File: src/rtl/vga_mode_ctrl.sv
`timescale 1ns/1ps
// VGA mode-change sequencer: drains the timing generator at a frame boundary,
// fetches the new pixel-clock setting, programs the clock generator and waits for lock.
module vga_mode_ctrl #(
    parameter int unsigned RES_W        = 1,
    parameter int unsigned LOCK_STABLE  = 16,
    parameter int unsigned LOCK_TIMEOUT = 65535
) (
    input  logic             clk_i,
    input  logic             arstn_i,
    input  logic [RES_W-1:0] mode_i,
    input  logic             mode_req_i,
    output logic             busy_o,
    output logic             done_o,
    output logic             err_o,
    output logic [RES_W-1:0] mem_res_o,
    output logic             mem_req_o,
    input  logic             mem_valid_i,
    input  logic [7:0]       freq_int_i,
    input  logic [7:0]       freq_frac_i,
    output logic [7:0]       clk_cfg_int_o,
    output logic [7:0]       clk_cfg_frac_o,
    output logic             clk_cfg_req_o,
    input  logic             clk_cfg_ack_i,
    input  logic             clk_locked_i,
    input  logic             tg_frame_end_i,
    output logic             tg_en_o
);

    localparam int unsigned TMO_W = $clog2(LOCK_TIMEOUT + 1);
    localparam int unsigned STB_W = $clog2(LOCK_STABLE + 1);

    typedef enum logic [2:0] {
        S_IDLE, S_DRAIN, S_LOOKUP, S_CLKCFG, S_LOCK_WAIT, S_RUN, S_ERR
    } state_e;

    state_e             state_q, state_d;
    logic [RES_W-1:0]   mem_res_q, mem_res_d;
    logic [7:0]         cfg_int_q, cfg_int_d;
    logic [7:0]         cfg_frac_q, cfg_frac_d;
    logic               vld_q, vld_d;
    logic [STB_W-1:0]   stb_q, stb_d;
    logic [TMO_W-1:0]   tmo_q, tmo_d;
    logic               busy_q, busy_d;
    logic               done_q, done_d;
    logic               err_q, err_d;
    logic               mem_req_q, mem_req_d;
    logic               cfg_req_q, cfg_req_d;
    logic               tg_en_q, tg_en_d;

    // Next-state and next-output logic; outputs are decoded from the next state.
    always_comb begin
        state_d    = state_q;
        mem_res_d  = mem_res_q;
        cfg_int_d  = cfg_int_q;
        cfg_frac_d = cfg_frac_q;
        vld_d      = vld_q;
        stb_d      = '0;
        tmo_d      = '0;

        case (state_q)
            S_IDLE, S_ERR: begin
                if (mode_req_i) begin
                    mem_res_d = mode_i;
                    state_d   = S_LOOKUP;
                end
            end
            S_RUN: begin
                if (mode_req_i) begin
                    mem_res_d = mode_i;
                    state_d   = S_DRAIN;
                end else if (!clk_locked_i) begin
                    state_d = S_LOCK_WAIT;
                end
            end
            S_DRAIN: begin
                if (tg_frame_end_i) state_d = S_LOOKUP;
            end
            S_LOOKUP: begin
                // The memory signals completion by inverting mem_valid_i.
                if (mem_valid_i != vld_q) begin
                    cfg_int_d  = freq_int_i;
                    cfg_frac_d = freq_frac_i;
                    vld_d      = mem_valid_i;
                    state_d    = S_CLKCFG;
                end
            end
            S_CLKCFG: begin
                if (clk_cfg_ack_i) state_d = S_LOCK_WAIT;
            end
            S_LOCK_WAIT: begin
                stb_d = clk_locked_i ? stb_q + STB_W'(1) : '0;
                tmo_d = tmo_q + TMO_W'(1);
                if (clk_locked_i && (stb_q == STB_W'(LOCK_STABLE - 1))) begin
                    state_d = S_RUN;
                end else if (tmo_q == TMO_W'(LOCK_TIMEOUT - 1)) begin
                    state_d = S_ERR;
                end
            end
            default: state_d = S_IDLE;
        endcase

        busy_d    = !((state_d == S_IDLE) || (state_d == S_RUN) || (state_d == S_ERR));
        done_d    = (state_d == S_RUN) && (state_q != S_RUN);
        err_d     = (state_d == S_ERR);
        mem_req_d = (state_d == S_LOOKUP) && (state_q != S_LOOKUP);
        cfg_req_d = (state_d == S_CLKCFG);
        tg_en_d   = (state_d == S_RUN) || (state_d == S_DRAIN);
    end

    always_ff @(posedge clk_i or negedge arstn_i) begin
        if (!arstn_i) begin
            state_q    <= S_IDLE;
            mem_res_q  <= '0;
            cfg_int_q  <= '0;
            cfg_frac_q <= '0;
            vld_q      <= 1'b0;
            stb_q      <= '0;
            tmo_q      <= '0;
            busy_q     <= 1'b0;
            done_q     <= 1'b0;
            err_q      <= 1'b0;
            mem_req_q  <= 1'b0;
            cfg_req_q  <= 1'b0;
            tg_en_q    <= 1'b0;
        end else begin
            state_q    <= state_d;
            mem_res_q  <= mem_res_d;
            cfg_int_q  <= cfg_int_d;
            cfg_frac_q <= cfg_frac_d;
            vld_q      <= vld_d;
            stb_q      <= stb_d;
            tmo_q      <= tmo_d;
            busy_q     <= busy_d;
            done_q     <= done_d;
            err_q      <= err_d;
            mem_req_q  <= mem_req_d;
            cfg_req_q  <= cfg_req_d;
            tg_en_q    <= tg_en_d;
        end
    end

    assign busy_o         = busy_q;
    assign done_o         = done_q;
    assign err_o          = err_q;
    assign mem_res_o      = mem_res_q;
    assign mem_req_o      = mem_req_q;
    assign clk_cfg_int_o  = cfg_int_q;
    assign clk_cfg_frac_o = cfg_frac_q;
    assign clk_cfg_req_o  = cfg_req_q;
    assign tg_en_o        = tg_en_q;

endmodule
File: config.mk
export PLATFORM = sky130hd
export DESIGN_NAME = vga_mode_ctrl
export DESIGN_NICKNAME = d
export VERILOG_FILES = /design/src/rtl/vga_mode_ctrl.sv
export SDC_FILE = /design/constraint.sdc
export NUM_CORES = 1
export LEC_CHECK = 0
export CORE_MARGIN = 2
export CORE_UTILIZATION = 45
export DETAILED_ROUTE_END_ITERATION = 8
export PLACE_DENSITY = 0.86
export SYNTH_ARGS = -nofsm -noshare
export SYNTH_HDL_FRONTEND = slang
export SYNTH_SLANG_ARGS = --single-unit
export TNS_END_PERCENT = 1
File: constraint.sdc
create_clock -name clk_i -period 1.65 [get_ports clk_i]
set_input_delay 0.495 -clock clk_i [delete_from_list [all_inputs] [get_ports clk_i]]
set_output_delay 0.495 -clock clk_i [all_outputs]
set_load 0.03 [all_outputs]
==> flow_summary.html <==
<h3>Flow metrics</h3>
<table>
<tr><th>Metric</th><th>Value</th></tr>
<tr><th colspan="2">Clock tree</th></tr>
<tr><td>Clock Sink Count</td><td>48</td></tr>
<tr><td>CTS clock-pin slew for the worst setup and hold paths</td><td>0.09 ns</td></tr>
<tr><td>Inserted Clock Buffers</td><td>5</td></tr>
<tr><td>Number of levels the H-tree was split into</td><td>2</td></tr>
<tr><td>Number of gates resized after cts</td><td>24</td></tr>
<tr><th colspan="2">Finish</th></tr>
<tr><td>Top cells excl fill/tap</td><td>dfrtp_1 (48), nor2_1 (25), dlygate4sd2_1 (23)</td></tr>
<tr><td>Multi-input gate area in the final layout</td><td>936 µm²</td></tr>
<tr><td>Count of clock-net buffers in the final layout</td><td>5</td></tr>
<tr><td>Share of layout cells above drive strength 1</td><td>21.3%</td></tr>
<tr><td>Most frequent logic cell in the layout</td><td>dfrtp_1</td></tr>
<tr><td>Max reg flops</td><td>16</td></tr>
<tr><td>Final non-filler cell total</td><td>303</td></tr>
<tr><td>Comb area share</td><td>31.7%</td></tr>
<tr><th colspan="2">Worst setup path</th></tr>
<tr><td>R2R depth</td><td>9</td></tr>
<tr><td>Critical path data required time</td><td>1.87 ns</td></tr>
<tr><td>Critical-path maximum fanout</td><td>2</td></tr>
<tr><td>Critical Path Stages</td><td>9</td></tr>
<tr><td>R2r startpoint</td><td>stb_q[1]</td></tr>
<tr><td>Max incr delay on CP</td><td>0.39 ns</td></tr>
<tr><td>Worst setup SP type</td><td>flop</td></tr>
<tr><td>Arrival time of the worst setup path</td><td>1.93 ns</td></tr>
<tr><td>Largest delay contributor family on the critical path</td><td>simple AND/OR/NAND/NOR gates</td></tr>
<tr><td>Worst R2R Setup Slack</td><td>-0.07 ns</td></tr>
<tr><th colspan="2">Route</th></tr>
<tr><td>Remaining antenna violation count after routing</td><td>0</td></tr>
<tr><td>M1 wire length</td><td>1790 µm</td></tr>
<tr><td>Residual DRC</td><td>0</td></tr>
<tr><th colspan="2">Yosys</th></tr>
<tr><td>Yosys warning total</td><td>0</td></tr>
<tr><td>Main logic family after synthesis</td><td>simple AND/OR/NAND/NOR gates</td></tr>
<tr><td>Adders+Majority by Area</td><td>2.81%</td></tr>
<tr><td>Post-synth tally of flip-flops with integrated enable</td><td>0</td></tr>
<tr><td>Area contributors post-synth</td><td>dfrtp_1 (56%), xor2_1 (5.3%), mux2_1 (5.3%), nor2_1 (4.4%), mux2_2 (3.7%)</td></tr>
<tr><td>Share of the synthesized area in the top cell type</td><td>56.2%</td></tr>
<tr><td>Dominant Register Cell</td><td>dfrtp_1</td></tr>
<tr><td>Syn Nets</td><td>207</td></tr>
<tr><td>Mux frac, synth</td><td>9.43%</td></tr>
<tr><td>Syn Inst Count</td><td>179</td></tr>
<tr><td>Post-synthesis cell area</td><td>2140 µm²</td></tr>
<tr><td>Xor and xnor fraction of the mapped netlist area</td><td>6.97%</td></tr>
<tr><th colspan="2">Timing</th></tr>
<tr><td>Worst slew slack as a fraction of its limit</td><td>71.4%</td></tr>
<tr><td>Timing-limited maximum frequency</td><td>0.583 GHz</td></tr>
<tr><td>Post-layout worst setup margin</td><td>-0.0659 ns</td></tr>
<tr><td>Final number of hold-violating endpoints</td><td>0</td></tr>
<tr><td>Least-Margin Pin Slew</td><td>0.429 ns</td></tr>
<tr><td>Number of setup violations in the final report</td><td>4</td></tr>
<tr><th colspan="2">Global route</th></tr>
<tr><td>Met1 track utilization from global routing</td><td>19.6%</td></tr>
<tr><td>Global-route wire length before repair</td><td>6970 µm</td></tr>
<tr><td>Met2 Usage GRT</td><td>30.4%</td></tr>
<tr><td>Vias in the first global route</td><td>1590</td></tr>
<tr><td>GRT busiest layer</td><td>met2</td></tr>
<tr><td>Remaining Overflow, GRT</td><td>0</td></tr>
<tr><th colspan="2">Power and ir drop</th></tr>
<tr><td>Highest ir drop seen on vdd</td><td>0.634 mV</td></tr>
<tr><td>Relative contribution of sequential cells to total power</td><td>34.8%</td></tr>
<tr><td>Switching power total</td><td>1800 µW</td></tr>
<tr><td>Cell-internal power</td><td>2890 µW</td></tr>
<tr><td>Reported sequential group power</td><td>1630 µW</td></tr>
<tr><td>Leading power group</td><td>combinational logic</td></tr>
<tr><th colspan="2">Floorplanning</th></tr>
<tr><td>Width of the die</td><td>72.9 µm</td></tr>
<tr><td>Fp_density</td><td>45.8%</td></tr>
<tr><th colspan="2">Place</th></tr>
<tr><td>Count of placed standard cells including taps</td><td>291</td></tr>
<tr><th colspan="2">Hold path</th></tr>
<tr><td>Path type of the worst min-delay path</td><td>input port to async pin</td></tr>
<tr><th colspan="2">Run</th></tr>
<tr><td>OpenROAD warning count</td><td>30</td></tr>
<tr><th colspan="2">Run status</th></tr>
<tr><td>Violations in the final reports</td><td>negative setup slack</td></tr>
<tr><td>Run status</td><td>complete, but fails checks</td></tr>
</table>
Fig. 1: power grid
Bar = 20 µm. Pins as bars on the die edge.
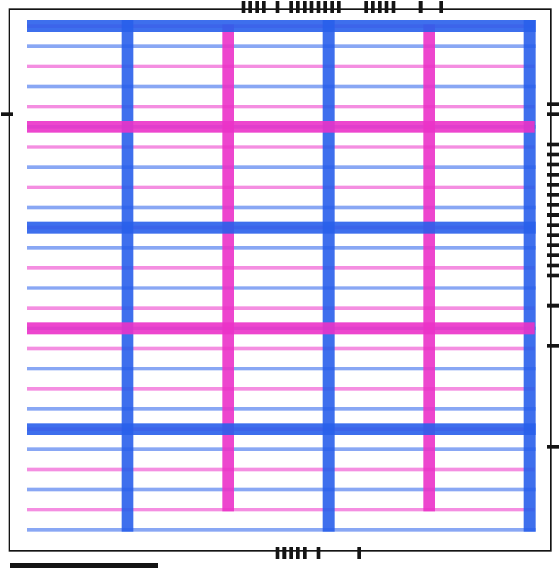
Key: magenta = VDD; blue = VSS
5 straps on met5. 5 straps on met4. 47 signal pins sit on the boundary. 26 met1 rails follow the rows.

Fig. 2: cell classes on the final placement
Bar = 20 µm.
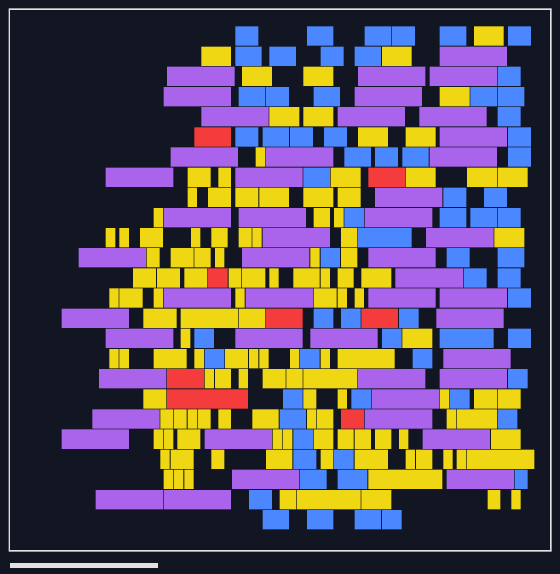
Key: purple = flip-flops [cells 48]; red = clock drivers and dummy loads [cells 8]; yellow = all other logic [cells 126]; blue = other buffers and delay cells [cells 67]
Post-Route Utilization: 63.4%
area of the core region: 4660 µm²
number of rows created at floorplan: 25
post-route design area: 2960 µm²

Fig. 3: clock distribution
Bar = 20 µm.
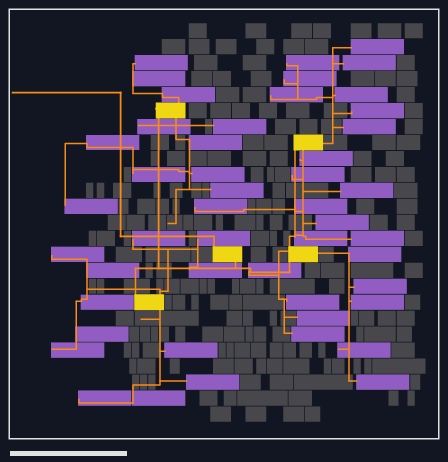
Key: yellow = cells driving clock nets [count 5]; purple = flip-flops [count 48]; orange = clock wires [length 532 µm]
Position of the flops: spread over the die.
Clk Latency, worst-skew pair: 0.30 ns
Clock Skews: 0.00902 ns

Fig. 4: metal layers overlaid
Only two layers are drawn.
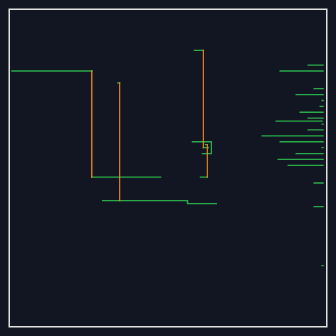
Key: green = met3 [wire length 174 µm]; orange = met4 [wire length 81.6 µm]
WL final: 4300 µm
Avg WL per Cell: 14.2 µm
via total after detailed routing: 1539

Fig. 5: cell outlines without signal wires
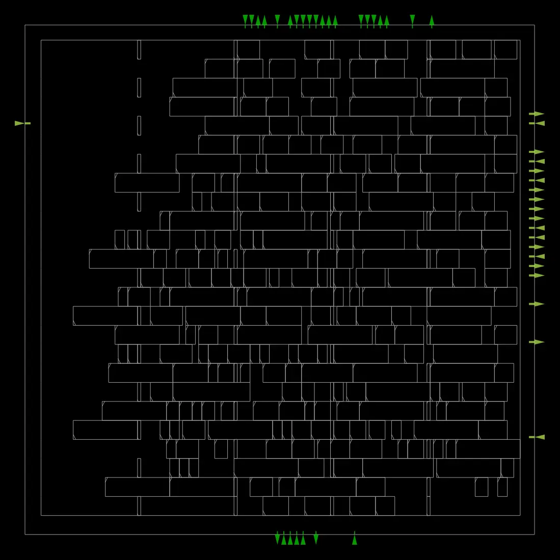
tapcell count: 54
fraction of area in registers: 40.6%

Power figures rest on the tool's default switching activity, not on a simulated workload.
